<file path="src/rtl/pss_search_pkg.sv">
// Shared types and constants for the PSS search controller and its peak tracker.
// The state encoding is visible on state_o, so the enum values are fixed.
package pss_search_pkg;

    localparam int N_CORR = 3;

    typedef enum logic [1:0] {
        ST_IDLE    = 2'd0,
        ST_SEARCH  = 2'd1,
        ST_CONFIRM = 2'd2,
        ST_TRACK   = 2'd3
    } state_e;

    localparam logic [N_CORR-1:0] CORR_ALL = {N_CORR{1'b1}};

    // One-hot correlator enable for a single N_ID_2 index.
    function automatic logic [N_CORR-1:0] corr_onehot(input logic [1:0] idx);
        corr_onehot = {{(N_CORR-1){1'b0}}, 1'b1} << idx;
    endfunction

endpackage

</file>
<file path="src/rtl/pss_peak_tracker.sv">
// Three-way argmax of correlator scores plus a running maximum register.
// nxt_* shows the running max after this sample's update, even when clear is also asserted.
module pss_peak_tracker
    import pss_search_pkg::*;
#(
    parameter int IN_DW = 24,
    parameter int POS_W = 15
) (
    input  logic                    clk,
    input  logic                    srst,
    input  logic                    clear,
    input  logic                    load,
    input  logic                    update,
    input  logic [N_CORR-1:0]       mask,
    input  logic [N_CORR*IN_DW-1:0] scores,
    input  logic [IN_DW-1:0]        threshold,
    input  logic [POS_W-1:0]        pos,
    output logic                    hit,
    output logic                    nxt_valid,
    output logic [IN_DW-1:0]        nxt_val,
    output logic [1:0]              nxt_idx,
    output logic [POS_W-1:0]        nxt_pos
);

    logic [IN_DW-1:0] masked [N_CORR];
    logic [IN_DW-1:0] arg_val;
    logic [1:0]       arg_idx;
    logic             cand_ok;

    logic             max_valid_reg;
    logic [IN_DW-1:0] max_val_reg;
    logic [1:0]       max_idx_reg;
    logic [POS_W-1:0] max_pos_reg;

    generate
        for (genvar gi = 0; gi < N_CORR; gi++) begin : g_mask
            assign masked[gi] = mask[gi] ? scores[gi*IN_DW +: IN_DW] : '0;
        end
    endgenerate

    // Scanning upward and replacing only on strictly greater keeps the lowest index on ties.
    always_comb begin
        arg_val = masked[0];
        arg_idx = 2'd0;
        for (int k = 1; k < N_CORR; k++) begin
            if (masked[k] > arg_val) begin
                arg_val = masked[k];
                arg_idx = 2'(k);
            end
        end
    end

    assign hit     = (arg_val > threshold);
    assign cand_ok = hit && (!max_valid_reg || (arg_val > max_val_reg));

    assign nxt_valid = max_valid_reg | cand_ok;
    assign nxt_val   = cand_ok ? arg_val : max_val_reg;
    assign nxt_idx   = cand_ok ? arg_idx : max_idx_reg;
    assign nxt_pos   = cand_ok ? pos     : max_pos_reg;

    always_ff @(posedge clk) begin
        if (srst || clear) begin
            max_valid_reg <= 1'b0;
            max_val_reg   <= '0;
            max_idx_reg   <= '0;
            max_pos_reg   <= '0;
        end else if (load) begin
            max_valid_reg <= 1'b1;
            max_val_reg   <= arg_val;
            max_idx_reg   <= arg_idx;
            max_pos_reg   <= pos;
        end else if (update) begin
            max_valid_reg <= nxt_valid;
            max_val_reg   <= nxt_val;
            max_idx_reg   <= nxt_idx;
            max_pos_reg   <= nxt_pos;
        end
    end

endmodule

</file>
<file path="src/rtl/pss_search_ctrl.sv">
// PSS search/confirm/track controller: finds the strongest N_ID_2 correlator peak,
// then follows it frame by frame in a narrow window until MISS_MAX windows in a row are empty.
module pss_search_ctrl
    import pss_search_pkg::*;
#(
    parameter int IN_DW       = 24,
    parameter int FRAME_LEN   = 19200,
    parameter int PEAK_WINDOW = 8,
    parameter int TRACK_WIN   = 16,
    parameter int MISS_MAX    = 3
) (
    input  logic                           clk_i,
    input  logic                           reset_i,
    input  logic                           enable_i,
    input  logic [IN_DW-1:0]               threshold_i,
    input  logic [N_CORR*IN_DW-1:0]        s_axis_in_tdata,
    input  logic                           s_axis_in_tvalid,
    output logic [N_CORR-1:0]              corr_en_o,
    output logic                           detect_o,
    output logic                           lost_o,
    output logic [1:0]                     N_id_2_o,
    output logic [$clog2(FRAME_LEN)-1:0]   peak_pos_o,
    output logic [IN_DW-1:0]               peak_val_o,
    output logic [1:0]                     state_o
);

    localparam int CW    = $clog2(FRAME_LEN);
    localparam int PWC_W = $clog2(PEAK_WINDOW + 1);
    localparam int WC_W  = $clog2(2*TRACK_WIN + 2);
    localparam int MW    = $clog2(MISS_MAX + 1);

    localparam logic [CW-1:0]    CNT_LAST  = CW'(FRAME_LEN - 1);
    localparam logic [CW-1:0]    TW_C      = CW'(TRACK_WIN);
    localparam logic [CW-1:0]    FL_M_TW   = CW'(FRAME_LEN - TRACK_WIN);
    localparam logic [PWC_W-1:0] PW_LAST   = PWC_W'(PEAK_WINDOW - 1);
    localparam logic [WC_W-1:0]  WIN_LAST  = WC_W'(2*TRACK_WIN);
    localparam logic [MW-1:0]    MISS_LAST = MW'(MISS_MAX - 1);

    generate
        if (!(PEAK_WINDOW + TRACK_WIN < FRAME_LEN) || !(2*TRACK_WIN + 1 < FRAME_LEN) ||
            (PEAK_WINDOW < 1) || (MISS_MAX < 1)) begin : g_bad_params
            $error("pss_search_ctrl: PEAK_WINDOW/TRACK_WIN/MISS_MAX do not fit FRAME_LEN");
        end
    endgenerate

    // Window start (exp - TRACK_WIN) mod FRAME_LEN; both branches stay below FRAME_LEN.
    function automatic logic [CW-1:0] open_pos(input logic [CW-1:0] e);
        return (e >= TW_C) ? (e - TW_C) : (e + FL_M_TW);
    endfunction

    state_e             state_reg, state_next;
    logic [CW-1:0]      cnt_reg, cnt_next, cnt_inc;
    logic [PWC_W-1:0]   pw_cnt_reg, pw_cnt_next;
    logic [WC_W-1:0]    win_cnt_reg, win_cnt_next;
    logic               win_open_reg, win_open_next;
    logic [MW-1:0]      miss_reg, miss_next;
    logic [CW-1:0]      exp_reg, exp_next;
    logic [N_CORR-1:0]  corr_en_reg, corr_en_next;
    logic               detect_reg, detect_next;
    logic               lost_reg, lost_next;
    logic [1:0]         nid_reg, nid_next;
    logic [CW-1:0]      pos_reg, pos_next;
    logic [IN_DW-1:0]   val_reg, val_next;

    logic               trk_clear, trk_load, trk_update;
    logic [N_CORR-1:0]  trk_mask;
    logic               trk_hit, trk_nxt_valid;
    logic [IN_DW-1:0]   trk_nxt_val;
    logic [1:0]         trk_nxt_idx;
    logic [CW-1:0]      trk_nxt_pos;

    pss_peak_tracker #(
        .IN_DW (IN_DW),
        .POS_W (CW)
    ) u_tracker (
        .clk       (clk_i),
        .srst      (reset_i),
        .clear     (trk_clear),
        .load      (trk_load),
        .update    (trk_update),
        .mask      (trk_mask),
        .scores    (s_axis_in_tdata),
        .threshold (threshold_i),
        .pos       (cnt_reg),
        .hit       (trk_hit),
        .nxt_valid (trk_nxt_valid),
        .nxt_val   (trk_nxt_val),
        .nxt_idx   (trk_nxt_idx),
        .nxt_pos   (trk_nxt_pos)
    );

    assign cnt_inc = (cnt_reg == CNT_LAST) ? '0 : cnt_reg + 1'b1;

    always_comb begin
        state_next    = state_reg;
        cnt_next      = cnt_reg;
        pw_cnt_next   = pw_cnt_reg;
        win_cnt_next  = win_cnt_reg;
        win_open_next = win_open_reg;
        miss_next     = miss_reg;
        exp_next      = exp_reg;
        nid_next      = nid_reg;
        pos_next      = pos_reg;
        val_next      = val_reg;
        detect_next   = 1'b0;
        lost_next     = 1'b0;
        trk_clear     = 1'b0;
        trk_load      = 1'b0;
        trk_update    = 1'b0;
        trk_mask      = CORR_ALL;

        if (!enable_i) begin
            state_next    = ST_IDLE;
            cnt_next      = '0;
            pw_cnt_next   = '0;
            win_cnt_next  = '0;
            win_open_next = 1'b0;
            miss_next     = '0;
            trk_clear     = 1'b1;
        end else begin
            case (state_reg)
                ST_IDLE: begin
                    state_next = ST_SEARCH;
                    cnt_next   = '0;
                    trk_clear  = 1'b1;
                end

                ST_SEARCH: begin
                    if (s_axis_in_tvalid) begin
                        cnt_next = cnt_inc;
                        if (trk_hit) begin
                            trk_load    = 1'b1;
                            pw_cnt_next = '0;
                            state_next  = ST_CONFIRM;
                        end else begin
                            trk_clear = 1'b1;
                        end
                    end
                end

                ST_CONFIRM: begin
                    if (s_axis_in_tvalid) begin
                        cnt_next   = cnt_inc;
                        trk_update = 1'b1;
                        if (pw_cnt_reg == PW_LAST) begin
                            detect_next   = 1'b1;
                            nid_next      = trk_nxt_idx;
                            pos_next      = trk_nxt_pos;
                            val_next      = trk_nxt_val;
                            exp_next      = trk_nxt_pos;
                            miss_next     = '0;
                            pw_cnt_next   = '0;
                            win_cnt_next  = '0;
                            trk_clear     = 1'b1;
                            state_next    = ST_TRACK;
                            win_open_next = (cnt_inc == open_pos(trk_nxt_pos));
                        end else begin
                            pw_cnt_next = pw_cnt_reg + 1'b1;
                        end
                    end
                end

                ST_TRACK: begin
                    trk_mask = corr_onehot(nid_reg);
                    if (s_axis_in_tvalid) begin
                        cnt_next = cnt_inc;
                        if (win_open_reg) begin
                            trk_update = 1'b1;
                            if (win_cnt_reg == WIN_LAST) begin
                                win_cnt_next = '0;
                                trk_clear    = 1'b1;
                                if (trk_nxt_valid) begin
                                    detect_next = 1'b1;
                                    pos_next    = trk_nxt_pos;
                                    val_next    = trk_nxt_val;
                                    exp_next    = trk_nxt_pos;
                                    miss_next   = '0;
                                end else if (miss_reg == MISS_LAST) begin
                                    lost_next  = 1'b1;
                                    miss_next  = '0;
                                    state_next = ST_SEARCH;
                                end else begin
                                    miss_next = miss_reg + 1'b1;
                                end
                                win_open_next = (state_next == ST_TRACK) &&
                                                (cnt_inc == open_pos(exp_next));
                            end else begin
                                win_cnt_next = win_cnt_reg + 1'b1;
                            end
                        end else begin
                            trk_clear     = 1'b1;
                            win_open_next = (cnt_inc == open_pos(exp_reg));
                        end
                    end
                end
            endcase
        end

        // win_open_next means "the next sample lies in the window", so the
        // correlator is already enabled when the first window sample arrives.
        corr_en_next = '0;
        if ((state_next == ST_SEARCH) || (state_next == ST_CONFIRM)) begin
            corr_en_next = CORR_ALL;
        end else if ((state_next == ST_TRACK) && win_open_next) begin
            corr_en_next = corr_onehot(nid_next);
        end
    end

    always_ff @(posedge clk_i) begin
        if (reset_i) begin
            state_reg    <= ST_IDLE;
            cnt_reg      <= '0;
            pw_cnt_reg   <= '0;
            win_cnt_reg  <= '0;
            win_open_reg <= 1'b0;
            miss_reg     <= '0;
            exp_reg      <= '0;
            corr_en_reg  <= '0;
            detect_reg   <= 1'b0;
            lost_reg     <= 1'b0;
            nid_reg      <= '0;
            pos_reg      <= '0;
            val_reg      <= '0;
        end else begin
            state_reg    <= state_next;
            cnt_reg      <= cnt_next;
            pw_cnt_reg   <= pw_cnt_next;
            win_cnt_reg  <= win_cnt_next;
            win_open_reg <= win_open_next;
            miss_reg     <= miss_next;
            exp_reg      <= exp_next;
            corr_en_reg  <= corr_en_next;
            detect_reg   <= detect_next;
            lost_reg     <= lost_next;
            nid_reg      <= nid_next;
            pos_reg      <= pos_next;
            val_reg      <= val_next;
        end
    end

    assign corr_en_o  = corr_en_reg;
    assign detect_o   = detect_reg;
    assign lost_o     = lost_reg;
    assign N_id_2_o   = nid_reg;
    assign peak_pos_o = pos_reg;
    assign peak_val_o = val_reg;
    assign state_o    = state_reg;

endmodule

</file>
<file path="config.mk">
export PLATFORM = sky130hd
export DESIGN_NAME = pss_search_ctrl
export DESIGN_NICKNAME = d
export VERILOG_FILES = /design/src/rtl/pss_search_pkg.sv /design/src/rtl/pss_peak_tracker.sv /design/src/rtl/pss_search_ctrl.sv
export SDC_FILE = /design/constraint.sdc
export NUM_CORES = 1
export LEC_CHECK = 0
export CORE_MARGIN = 2
export CORE_UTILIZATION = 28
export DETAILED_ROUTE_END_ITERATION = 7
export PLACE_DENSITY = 0.46
export SYNTH_ARGS = -nofsm -noshare
export SYNTH_HDL_FRONTEND = slang
export SYNTH_SLANG_ARGS = --single-unit
</file>
<file path="constraint.sdc">
create_clock -name clk_i -period 16.2 [get_ports clk_i]
set_input_delay 3.24 -clock clk_i [delete_from_list [all_inputs] [get_ports clk_i]]
set_output_delay 3.24 -clock clk_i [all_outputs]
set_load 0.01 [all_outputs]
</file>
==> impl_metrics.yaml, run 1 <==
# yosys + openroad results
status:
  outcome: "finished, final reports clean"
min_path:
  min_path_cells: 2
  holdCritStartpoint: "peak_val_o[23]"
  worst_hold_path_type: "register to register"
  holdPathEnd: "peak_val_o[23]"
synthesis:
  synth_area_leader_cell: "dfxtp_1"
  syn_nets: 1747
  ys_seq_share_pct: 23.3
  synth-warning-count: 0
  ys_top_cells_by_area: "dfxtp_1 (23%), ha_1 (11%), a21oi_1 (7.3%)"
  post-synth-top-area-fraction_pct: 23.3
  edf_count: 0
  synthCells: 1542
  synth.cells.most_frequent: "nand2_1 (188), a21oi_1 (167), nor2_1 (158), dfxtp_1 (133), ha_1 (105)"
  synth_xor_xnor_area_share_pct: 5.80
  synthFlopType: "dfxtp_1"
  logic_family: "AND-OR/OR-AND gates"
  aoi_share_pct: 24.9
  fa_ha_area_share_pct: 11.5
  async_flop_share_pct: 0
  yosysCellCount: 1542
  syn-cell-area_um2: 11400
  simple_gate_area_share_pct: 24.0
  post_synth_mux_area_share_pct: 4.09
  yosys-stat-area_um2: 11400
  mean_post_synth_cell_area_um2: 7.42
  ys.flops: 133
  synth.lib_cells_used.distinct: 87
  netlist.top_cell.by_instances: "nand2_1"
global_routing:
  grt.overflow.total: 0
  largest_net_degree_at_the_start_of_global_routing: 50
  antenna_found_initial: 0
  grt_pass1_wl_um: 65900
  via_count_of_the_first_global_routing_pass: 11100
setup_path:
  reg2reg_to: "corr_en_o[1]"
  cell_seen_most_often_among_critical_path_stages: "a21o_1"
  worst_path_required_time_ns: 16.55
  cp_launch_type: "input port"
  r2r_cells: 44
  worst_path_max_delay_cell: "a2111oi_0"
  crit_family: "AND-OR/OR-AND gates"
  crit_path_max_incr_delay_ns: 0.87
  critical_path.endpoint_type: "register"
  critical_path.reg2reg.startpoint: "state_o[0]"
  crit_buf_inv: 3
  cp_max_fo: 31
  critPathKind: "input port to register"
  setup.reg_to_reg.worst_slack_ns: 4.69
  worst-endpoint-arrival_ns: 14.43
die:
  core_area_um2: 40600
  chipArea_um2: 42500
  die-width_um: 206
  floorplan.initialDensity_pct: 28.2
  ios: 148
  rows: 74
  die_height_um: 206
job:
  stage_log_warnings: 30
  max_cap_viol_count: 0
clock_tree:
  cts_root_buf: "clkbuf_16"
  cts_setup_buffers: 0
  clk_pin_slew_ns: 0.06
  cts_max_path_buffers: 2
  tritoncts: "yes"
  cts-htree-levels: 4
  cts_hold_buffers_added: 0
  worstSkewPairLatency_ns: 0.44
  cts.sink_count: 133
  post_cts.resized_instances: 0
  cts_bufs_inserted: 17
placed_design:
  placement.io_buffers: 147
  dp_slack_ns: 1.71
  routabilityCongestion: 0.897
  dp_hpwl_um: 32400
  detailed_place.area_um2: 13300
layout:
  drive_gt1_share_pct: 6.89
  num_antenna_cells: 0
  layout.filler_cells: 4372
  final_nets: 1831
power_and_ir_drop:
  p_per_area_nw_per_um2: 77.6
  power.total_w: 0.00108
  leakagePower_nw: 5.36
  max-vdd-ir-drop_v: 0.0000715
route:
  top_layer_in_use: "met4"
  firstDrtPassIters: 5
  wl_met2_um: 19800
  met3RoutedLength_um: 1990
  dr.first_iter.drc_count: 756
  remaining_drc_errors: 0
  antenna_violating_nets_left: 0
  drt_wl_total_um: 42700
  met1_routed_wirelength_after_detailed_routing_um: 19600
  route.vias.total: 11400
  vias_per_cell: 5.27
timing:
  report.final.slew_viol_count: 0
  rsz0062_at_grt: "false"
  timing_hold_violations_final: 0
  fin_skew_ns: 0.0147
  timing.final.setup_violations: 0
  period_needed_ns: 14.09
  final.period_utilization_pct: 87.0
  timing_worst_slew_pin_value_ns: 1.02
  maxSlewHeadroom_pct: 31.7
  timing.setup.tns_ns: 0
  clock.fmax_mhz: 71.0
## run 1: per-stage QoR
step	hold slack [ns]	util (%)	instances
after floorplan	0.449	-	1542
after global placement	0.447	32.9	2139
after detailed placement	0.446	32.9	2139
after CTS	0.461	34.5	2171
after global routing	0.470	34.5	2171
final	0.455	34.5	2171
## run 1: layout make-up
class | count | area, um^2 | share of cell area [%]
clock buffer | 18 | 429 | 3.07
tap | 532 | 666 | 4.76
sequential | 133 | 2660 | 19.1
inverter | 85 | 319 | 2.28
timing repair buffer | 167 | 1620 | 11.6
clock inverter | 14 | 198 | 1.41
multi-input combinational | 1222 | 8080 | 57.8
## run 1: routing by layer
| layer | track usage, % | vias up |
|---|---|---|
| met4 | 6.84 | 0 |
| met3 | 3.03 | 69 |
| met1 | 26.8 | 5397 |
| li1 | - | 5641 |
| met2 | 33.7 | 340 |
| met5 | 0 | - |
## run 1: worst max path at each step
stage,from,to,slack (ns),depth (start not counted)
4_1_cts,enable_i,corr_en_o[0],2.13,43
6_report,enable_i,corr_en_o[1],2.11,45
3_5_place_dp,enable_i,corr_en_o[0],1.71,43
5_1_grt,enable_i,corr_en_o[0],1.29,43
3_3_place_gp,enable_i,corr_en_o[0],1.92,41
2_1_floorplan,enable_i,corr_en_o[1],3.61,51
## run 1: cell usage in the layout (no fill, tap or decap), types with 11 or more instances in the layout
master           instances
a211o_1                 16
a211oi_1                29
a21o_1                  20
a21oi_1                167
a31oi_1                 25
and2_1                  37
and3_1                  11
buf_4                   20
clkbuf_16               17
clkdlybuf4s50_1        146
dfxtp_1                133
ha_1                   105
inv_1                   85
mux2_2                  20
mux2i_1                 22
nand2_1                188
nand2b_1                13
nand3_1                 37
nand4_1                 23
nor2_1                 156
nor2b_1                 21
nor3_1                  21
nor4_1                  14
o211ai_1                17
o21a_1                  35
o21ai_0                 36
xnor2_1                 49
xor2_1                  19
## run 1: worst reg2reg max path, delay by kind of cell, from the launching register on
kind            cells  cell delay [ns]
mux                 1             0.29
xor+xnor            2             0.30
buf+inv             2             0.57
fa+ha+maj           4             1.21
compound gates     26             6.69
flops               1             0.80
simple gates        9             1.61
## run 1: kinds of logic after synthesis
kind of cell / Yosys count
AOI/OAI and AO/OA: 429
xor gates and xnor gates: 71
adders and majority gates: 105
buffers and inverters: 187
DFF: 133
muxes: 43
and+or+nand+nor: 574
## run 1: report_power, final
group          internal, W  switching, W  total (W)
clock network     0.000260      0.000173   0.000433
registers         0.000328    0.00000213   0.000330
logic             0.000123      0.000198   0.000321
==> run_1/congestion.png <==
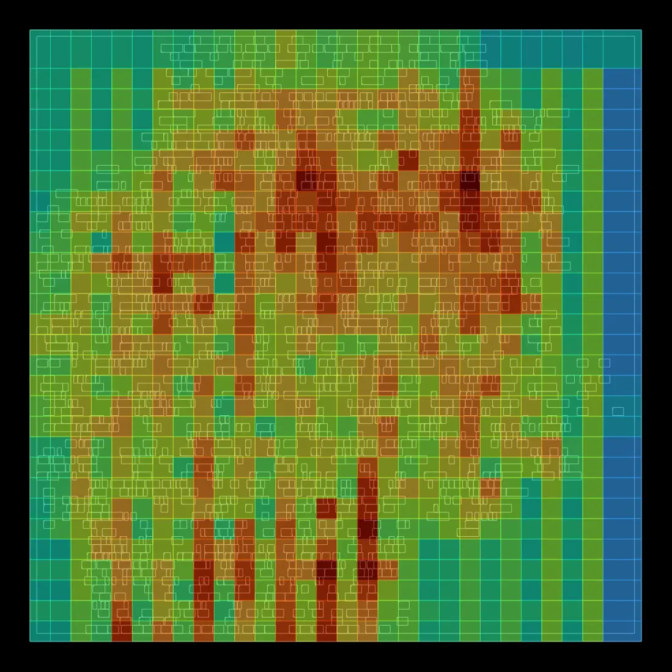
M1 GR Usage: 26.8%
wire length per cell after detailed routing: 19.7 um
Overall Global Routing Usage: 20.3%
fraction of the core area covered by cells at the end of the flow: 34.5%

==> run_1/sizes.png <==
The bar under the picture is 50 um long.
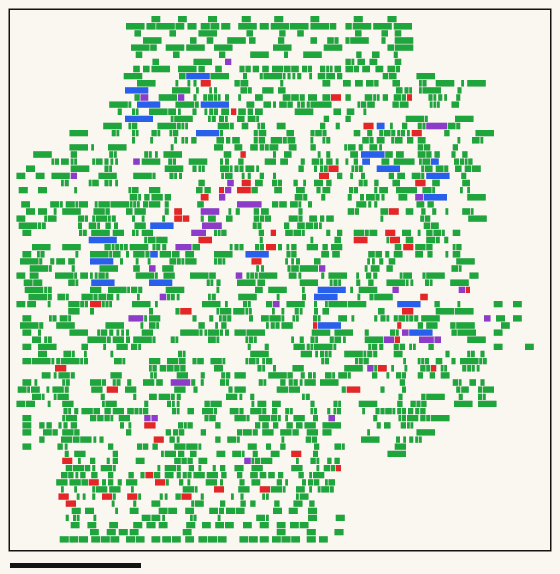
colour	size	cells	share
purple	_3 and _4 cells	34	2.1%
red	_2 cells	54	3.3%
blue	_6 and larger	25	1.5%
green	_0 and _1 cells	1526	93%
layout overhead on the synthesized area: 22.2%
Design Area, Final: 14000 um^2
worst path setup slack after routing: 2.11 ns
nonclk buf count: 167

==> run_1/logic_types.png <==
The bar under the picture is 50 um long.
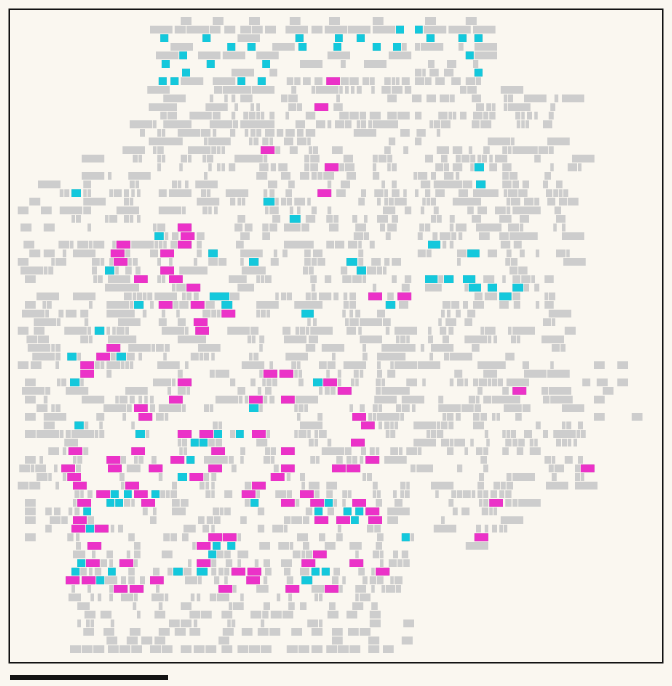
colour	family	cells	most used
magenta	fa/ha/maj cells	105	ha_1
cyan	non-inverting ao/oa cells	92	o21a_1
share of the final layout cell area in multi-input gates: 57.8%
number of non-filler instances in the completed layout: 2171

==> run 2: changes to the inputs <==
--- a/config.mk
+++ b/config.mk
@@ -5,10 +5,11 @@
 export SDC_FILE = /design/constraint.sdc
 export NUM_CORES = 1
 export LEC_CHECK = 0
+export CORE_ASPECT_RATIO = 2
 export CORE_MARGIN = 2
-export CORE_UTILIZATION = 28
+export CORE_UTILIZATION = 45
 export DETAILED_ROUTE_END_ITERATION = 7
-export PLACE_DENSITY = 0.46
+export PLACE_DENSITY = 0.67
 export SYNTH_ARGS = -nofsm -noshare
 export SYNTH_HDL_FRONTEND = slang
 export SYNTH_SLANG_ARGS = --single-unit
==> run_2/congestion.png <==
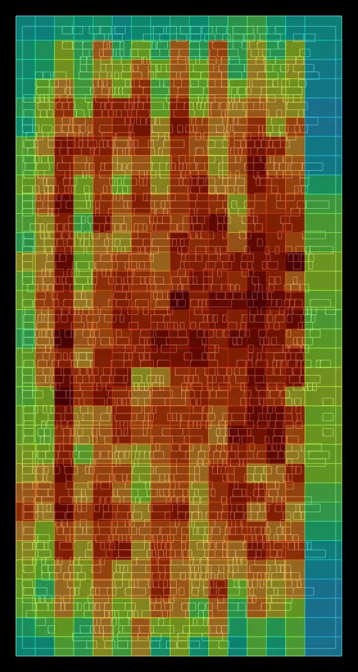
gr busiest metal: met2
Overall Global Routing Usage: 33.7%

==> run_2/placement_by_type.png <==
The bar under the picture is 20 um long.
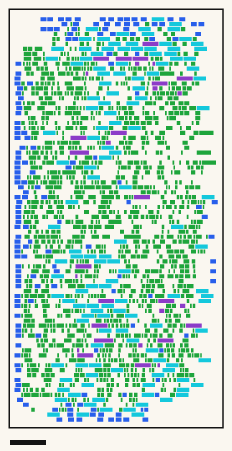
colour	class	cells
cyan	sequential cells	133
green	combinational and other logic	1307
blue	remaining buffers and delay cells	166
purple	clock drivers and dummy loads	31

==> run 2 against run 1 <==
Via count increased by 3.5%. Cell area decreased by 2.4%. Global-route usage increased by 13 points. Total power decreased by 3.7%. Clock skew decreased by 0.0039 ns. Highest routed layer is now met5.
==> impl_metrics.yaml, run 2 <==
# yosys + openroad results
status:
  outcome: "finished, final reports clean"
placed_design:
  placement.io_buffers: 147
  post-place-cells: 1942
die:
  rows: 82
  ios: 148
  core_area_um2: 25000
  floorplan.initialDensity_pct: 45.7
  chipArea_um2: 26800
  die-width_um: 117
  die_height_um: 229
synthesis:
  ys.flops: 133
  synth.cells.most_frequent: "nand2_1 (188), a21oi_1 (167), nor2_1 (158), dfxtp_1 (133), ha_1 (105)"
  post_synth_mux_area_share_pct: 4.09
  synthCells: 1542
  post-synth-top-area-fraction_pct: 23.3
  synthFlopType: "dfxtp_1"
  syn-cell-area_um2: 11400
  mean_post_synth_cell_area_um2: 7.42
  ys_seq_share_pct: 23.3
  async_flop_share_pct: 0
  fa_ha_area_share_pct: 11.5
  synth-warning-count: 0
  synth_xor_xnor_area_share_pct: 5.80
clock_tree:
  clk_pin_slew_ns: 0.06
  cts.sink_count: 133
  worstSkewPairLatency_ns: 0.45
  cts_root_buf: "clkbuf_16"
  cts_bufs_inserted: 17
  cts-htree-levels: 4
  cts_max_path_buffers: 2
  post_cts.resized_instances: 0
  cts_setup_buffers: 0
min_path:
  worst_hold_path_type: "register to register"
  min_path_cells: 2
  holdPathEnd: "peak_val_o[20]"
  holdCritStartpoint: "peak_val_o[20]"
layout:
  final-instance-count-excl-fill: 1974
  drive_gt1_share_pct: 6.60
  post-route-util_pct: 54.5
global_routing:
  antenna_found_initial: 2
  grt_pass1_wl_um: 67100
  largest_net_degree_at_the_start_of_global_routing: 50
setup_path:
  worst-endpoint-arrival_ns: 15.17
  critical_path.reg2reg.startpoint: "state_o[0]"
  worst_path_required_time_ns: 16.57
  critical_path.endpoint_type: "register"
  cp_launch_type: "input port"
  r2r_cells: 43
  crit_path_max_incr_delay_ns: 0.68
  cp_max_fo: 36
timing:
  rsz0062_at_grt: "false"
  clock.fmax_mhz: 67.5
  timing_hold_violations_final: 0
  timing.final.setup_violations: 0
  fin_skew_ns: 0.0107
  report.final.slew_viol_count: 0
  maxSlewHeadroom_pct: 3.82
  timing.setup.tns_ns: 0
job:
  stage_log_warnings: 30
  max_cap_viol_count: 0
power_and_ir_drop:
  leakagePower_nw: 5.33
route:
  vias_per_cell: 6.00
  firstDrtPassIters: 6
  dr.first_iter.drc_count: 768
  remaining_drc_errors: 0
  route.vias.total: 11800
  drt_wl_total_um: 44600
==> run_2/sizes.png <==
The bar under the picture is 20 um long.
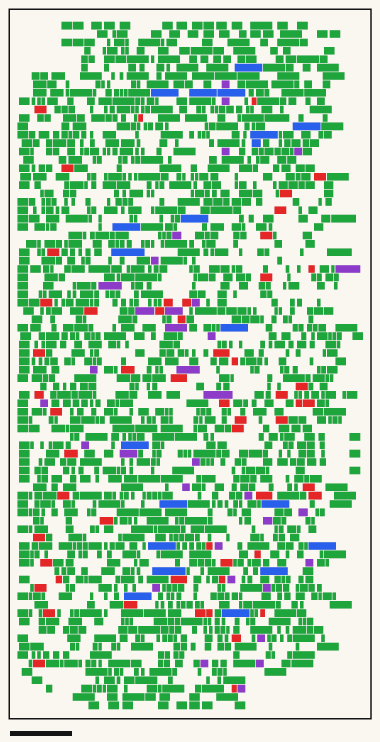
colour	size	cells	share
blue	_6 and larger	20	1.2%
red	_2 cells	55	3.4%
purple	_3 and _4 cells	33	2.0%
green	_0 and _1 cells	1529	93%
layout overhead on the synthesized area: 19.3%
nonclk buf count: 166
worst path setup slack after routing: 1.39 ns
Design Area, Final: 13600 um^2

run 2: metrics by stage:
step                      setup slack, ns  cell area (um^2)  power (W)
after floorplan                      3.61             11400   0.000551
after global placement              0.994             13100   0.000654
after detailed placement            0.962             13100   0.000658
after CTS                            1.40             13600    0.00104
after global routing                0.773             13600    0.00109
final                                1.39             13600    0.00104
run 2: area by class of cell:
type	count	area [um^2]
Timing Repair Buffer	166	1610
Sequential cell	133	2660
Fill cell	2478	11400
Clock buffer	19	433
Tap cell	336	420
Antenna cell	1	2.50
Inverter	85	319
Multi-Input combinational cell	1222	8070
Clock inverter	12	133
run 2: worst max-delay path by stage:
stage | endpoint | depth (start not counted)
final | corr_en_o[1] | 44
after global placement | corr_en_o[1] | 44
after detailed placement | corr_en_o[1] | 44
after global routing | corr_en_o[1] | 45
after floorplan | corr_en_o[1] | 51
after CTS | corr_en_o[1] | 44
run 2: power by group:
group	switching [W]	internal [W]
Sequential	0.00000173	0.000328
Combinational	0.000204	0.000123
Clock	0.000161	0.000225
run 2: per-layer routing:
layer | vias to the layer above | part of all wire [%] | GRT usage, % | wire (um)
li1 | 5633 | - | - | -
met1 | 5508 | 31 | 30.3 | 14000
met2 | 500 | 52 | 60.5 | 23300
met3 | 206 | 5.1 | 6.38 | 2290
met4 | 2 | 11 | 31.3 | 4980
met5 | - | 0.029 | 0.196 | 13
run 2: cells by family after synthesis:
family / count (synthesis)
adder cells (fa/ha/maj): 105
flip-flops: 133
XOR/XNOR: 71
AND-OR/OR-AND: 429
multiplexers: 43
buffers and inverters: 187
AND/OR/NAND/NOR: 574
run 2: critical path, delay by kind of cell:
kind | cells | cell delay (ns)
xor gates and xnor gates | 2 | 0.30
buffers and inverters | 4 | 1.59
and+or+nand+nor | 6 | 1.36
muxes | 2 | 0.77
AOI/OAI and AO/OA | 26 | 6.66
adders and majority gates | 4 | 1.18
==> run 3: changes to the inputs <==
--- a/config.mk
+++ b/config.mk
@@ -9,6 +9,7 @@
 export CORE_MARGIN = 2
 export CORE_UTILIZATION = 45
 export DETAILED_ROUTE_END_ITERATION = 7
+export GPL_ROUTABILITY_DRIVEN = 0
 export PLACE_DENSITY = 0.67
 export SYNTH_ARGS = -nofsm -noshare
 export SYNTH_HDL_FRONTEND = slang
==> run_3/sizes.png <==
The bar under the picture is 20 um long.
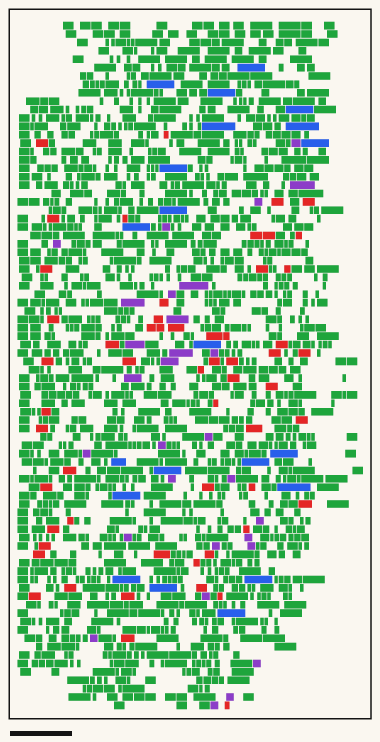
colour	size	cells	share
red	_2 cells	56	3.4%
green	_0 and _1 cells	1531	94%
purple	_3 and _4 cells	29	1.8%
blue	_6 and larger	21	1.3%

==> run_3/placement_by_type.png <==
The bar under the picture is 20 um long.
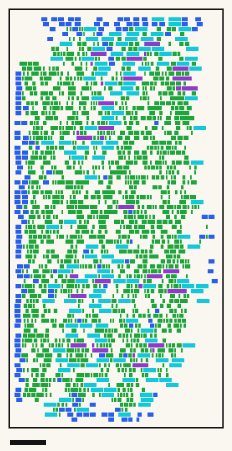
colour	class	cells
blue	remaining buffers and delay cells	166
cyan	sequential cells	133
purple	clock drivers and dummy loads	31
green	combinational and other logic	1307
count of standard-cell rows: 82
register share of the cell area: 19.5%
fraction of the core area covered by cells at the end of the flow: 54.6%

==> run 3 against run 2 <==
Sequential power barely moved. Clock-buffer cell count rose by 3. Sequential share of layout area barely moved. Final cell count barely moved. Area after synthesis did not move. Register-to-register slack got worse by 0.11 ns. Clock skew rose by 0.0018 ns. Flip-flop count did not move. Combinational power barely moved. Via count rose by 0.48%. First-iteration DRC count fell by 2.6%.
==> impl_metrics.yaml, run 3 <==
# yosys + openroad results
status:
  outcome: "finished, final reports clean"
die:
  die_height_um: 229
  die-width_um: 117
  floorplan.initialDensity_pct: 45.7
  core_area_um2: 25000
  chipArea_um2: 26800
  ios: 148
route:
  dr.first_iter.drc_count: 748
  route.vias.total: 11900
  firstDrtPassIters: 5
  remaining_drc_errors: 0
  antenna_violating_nets_left: 0
  vias_per_cell: 6.03
  drt_wl_total_um: 42600
power_and_ir_drop:
  combinational_power_share_pct: 31.1
  max-vdd-ir-drop_v: 0.0000820
  power_switching_share_pct: 33.5
  power_frac_seq_pct: 31.6
  clock_share_of_power_pct: 37.4
  leakagePower_nw: 5.34
  switchingPower_w: 0.000350
  cellInternalPower_w: 0.000694
timing:
  timing.final.setup_violations: 0
  fin_skew_ns: 0.0126
  report.final.slew_viol_count: 0
  clock.fmax_mhz: 66.7
  timing.setup.tns_ns: 0
  rsz0062_at_grt: "false"
  final.period_utilization_pct: 92.6
  timing_hold_violations_final: 0
  maxSlewHeadroom_pct: 18.0
synthesis:
  syn-cell-area_um2: 11400
  syn_nets: 1747
  synth.cells.most_frequent: "nand2_1 (188), a21oi_1 (167), nor2_1 (158), dfxtp_1 (133), ha_1 (105)"
  mean_post_synth_cell_area_um2: 7.42
  synthCells: 1542
  synth-warning-count: 0
  fa_ha_area_share_pct: 11.5
  aoi_share_pct: 24.9
  synth.lib_cells_used.distinct: 87
  post_synth_mux_area_share_pct: 4.09
  ys.flops: 133
  post-synth-top-area-fraction_pct: 23.3
  async_flop_share_pct: 0
  synthFlopType: "dfxtp_1"
  ys_seq_share_pct: 23.3
  simple_gate_area_share_pct: 24.0
  synth_xor_xnor_area_share_pct: 5.80
  logic_family: "AND-OR/OR-AND gates"
setup_path:
  worst_path_max_delay_cell: "clkdlybuf4s50_1"
  critical_path.endpoint_type: "register"
  crit_buf_inv: 2
  crit_family: "AND-OR/OR-AND gates"
  cp_launch_type: "input port"
  critPathKind: "input port to register"
  worst-endpoint-arrival_ns: 15.35
  worst_path_required_time_ns: 16.55
  crit_path_max_incr_delay_ns: 0.68
  cp_max_fo: 31
clock_tree:
  worstSkewPairLatency_ns: 0.44
  cts-htree-levels: 4
  cts.sink_count: 133
  clk_pin_slew_ns: 0.06
  cts_root_buf: "clkbuf_16"
  cts_bufs_inserted: 17
  cts_max_path_buffers: 2
  post_cts.resized_instances: 0
  cts_setup_buffers: 0
layout:
  drive_gt1_share_pct: 6.48
  final-instance-count-excl-fill: 1973
  syn_to_final_growth_pct: 19.4
  num_antenna_cells: 0
  layout.filler_cells: 2476
job:
  max_cap_viol_count: 0
  stage_log_warnings: 30
placed_design:
  dp_hpwl_um: 33100
  placement.io_buffers: 147
  post-place-cells: 1941
global_routing:
  antenna_found_initial: 0
  gr-usage-all-layers_pct: 32.2
  largest_net_degree_at_the_start_of_global_routing: 50
  grt_pass1_wl_um: 64800
min_path:
  worst_hold_path_type: "register to register"
==> run_3/logic_types.png <==
The bar under the picture is 20 um long.
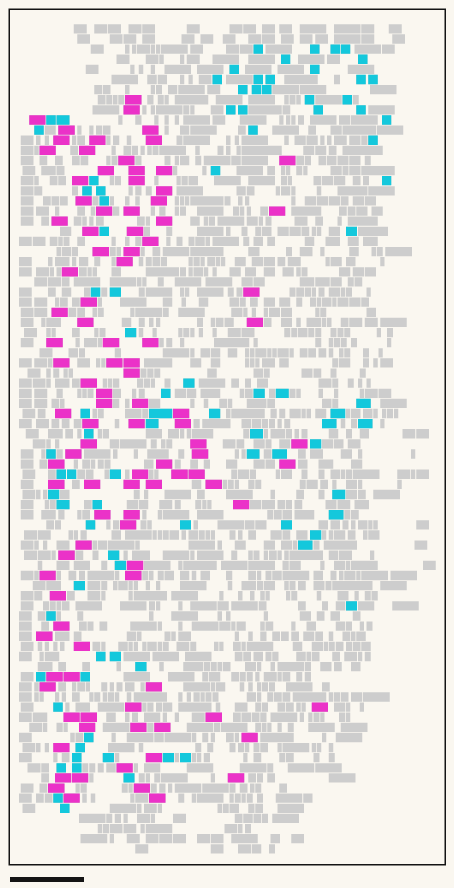
colour	family	cells	most used
cyan	non-inverting ao/oa cells	92	o21a_1
magenta	fa/ha/maj cells	105	ha_1

-- run 3: cell counts after synthesis --
Identical to the previous run, type by type.
-- run 3: path summary, 6_finish.rpt --
check / from / endpoint / slack [ns] / cells after the start
setup / recovery: enable_i / corr_en_o[1] / 1.20 / 42
hold / removal: peak_val_o[22] / peak_val_o[22] / 0.45 / 2
setup reg to reg: state_o[1] / corr_en_o[1] / 3.86 / 41
hold reg to reg: peak_val_o[22] / peak_val_o[22] / 0.45 / 2
-- run 3: power groups by stage --
stage / Sequential, W / Clock, W / Combinational, W
5_1_grt: 0.000329 / 0.000409 / 0.000353
3_3_place_gp: 0.000337 / 0 / 0.000314
2_1_floorplan: 0.000336 / 0 / 0.000214
4_1_cts: 0.000329 / 0.000394 / 0.000320
6_report: 0.000329 / 0.000390 / 0.000324
3_5_place_dp: 0.000337 / 0 / 0.000319
-- run 3: through the flow --
step	worst slack [ns]	power [W]	instance area, um^2	hold WS, ns
floorplan	3.61	0.000551	11400	0.449
global placement	1.19	0.000650	13100	0.441
detailed placement	0.973	0.000655	13100	0.451
CTS	1.39	0.00104	13700	0.459
global route	0.578	0.00109	13700	0.480
finish	1.20	0.00104	13700	0.454
-- run 3: cell families (layout without fill, tap and decap cells) --
group           count (synthesis)  count (layout)
fa+ha+maj                     105             105
mux                            43              43
flops                         133             133
buf+inv                       187             282
simple gates                  574             574
compound gates                429             429
xor+xnor                       71              71
-- run 3: layer usage --
layer / vias up / share of wire [%] / track usage [%]
met1: 5525 / 32 / 30.2
met4: 0 / 12 / 30.1
met5: - / 0 / 0
met2: 521 / 52 / 56.9
met3: 226 / 5.1 / 5.16
li1: 5634 / - / -
-- run 3: layout make-up --
type                       instances  area (um^2)  area share (%)
clock inverter                     9          129           0.944
inverter                          85          319            2.34
timing repair buffer             166         1610            11.8
clock buffer                      22          454            3.33
sequential                       133         2660            19.5
multi-input combinational       1222         8070            59.1
tap                              336          420            3.08
-- run 3: tightest hold or removal path, stage by stage, from the launching register on --
cell and delay [ns]:
dfxtp_1 0.31, nand2_1 0.05, a21oi_1 0.05
Power figures rest on the tool's default switching activity, not on a simulated workload.
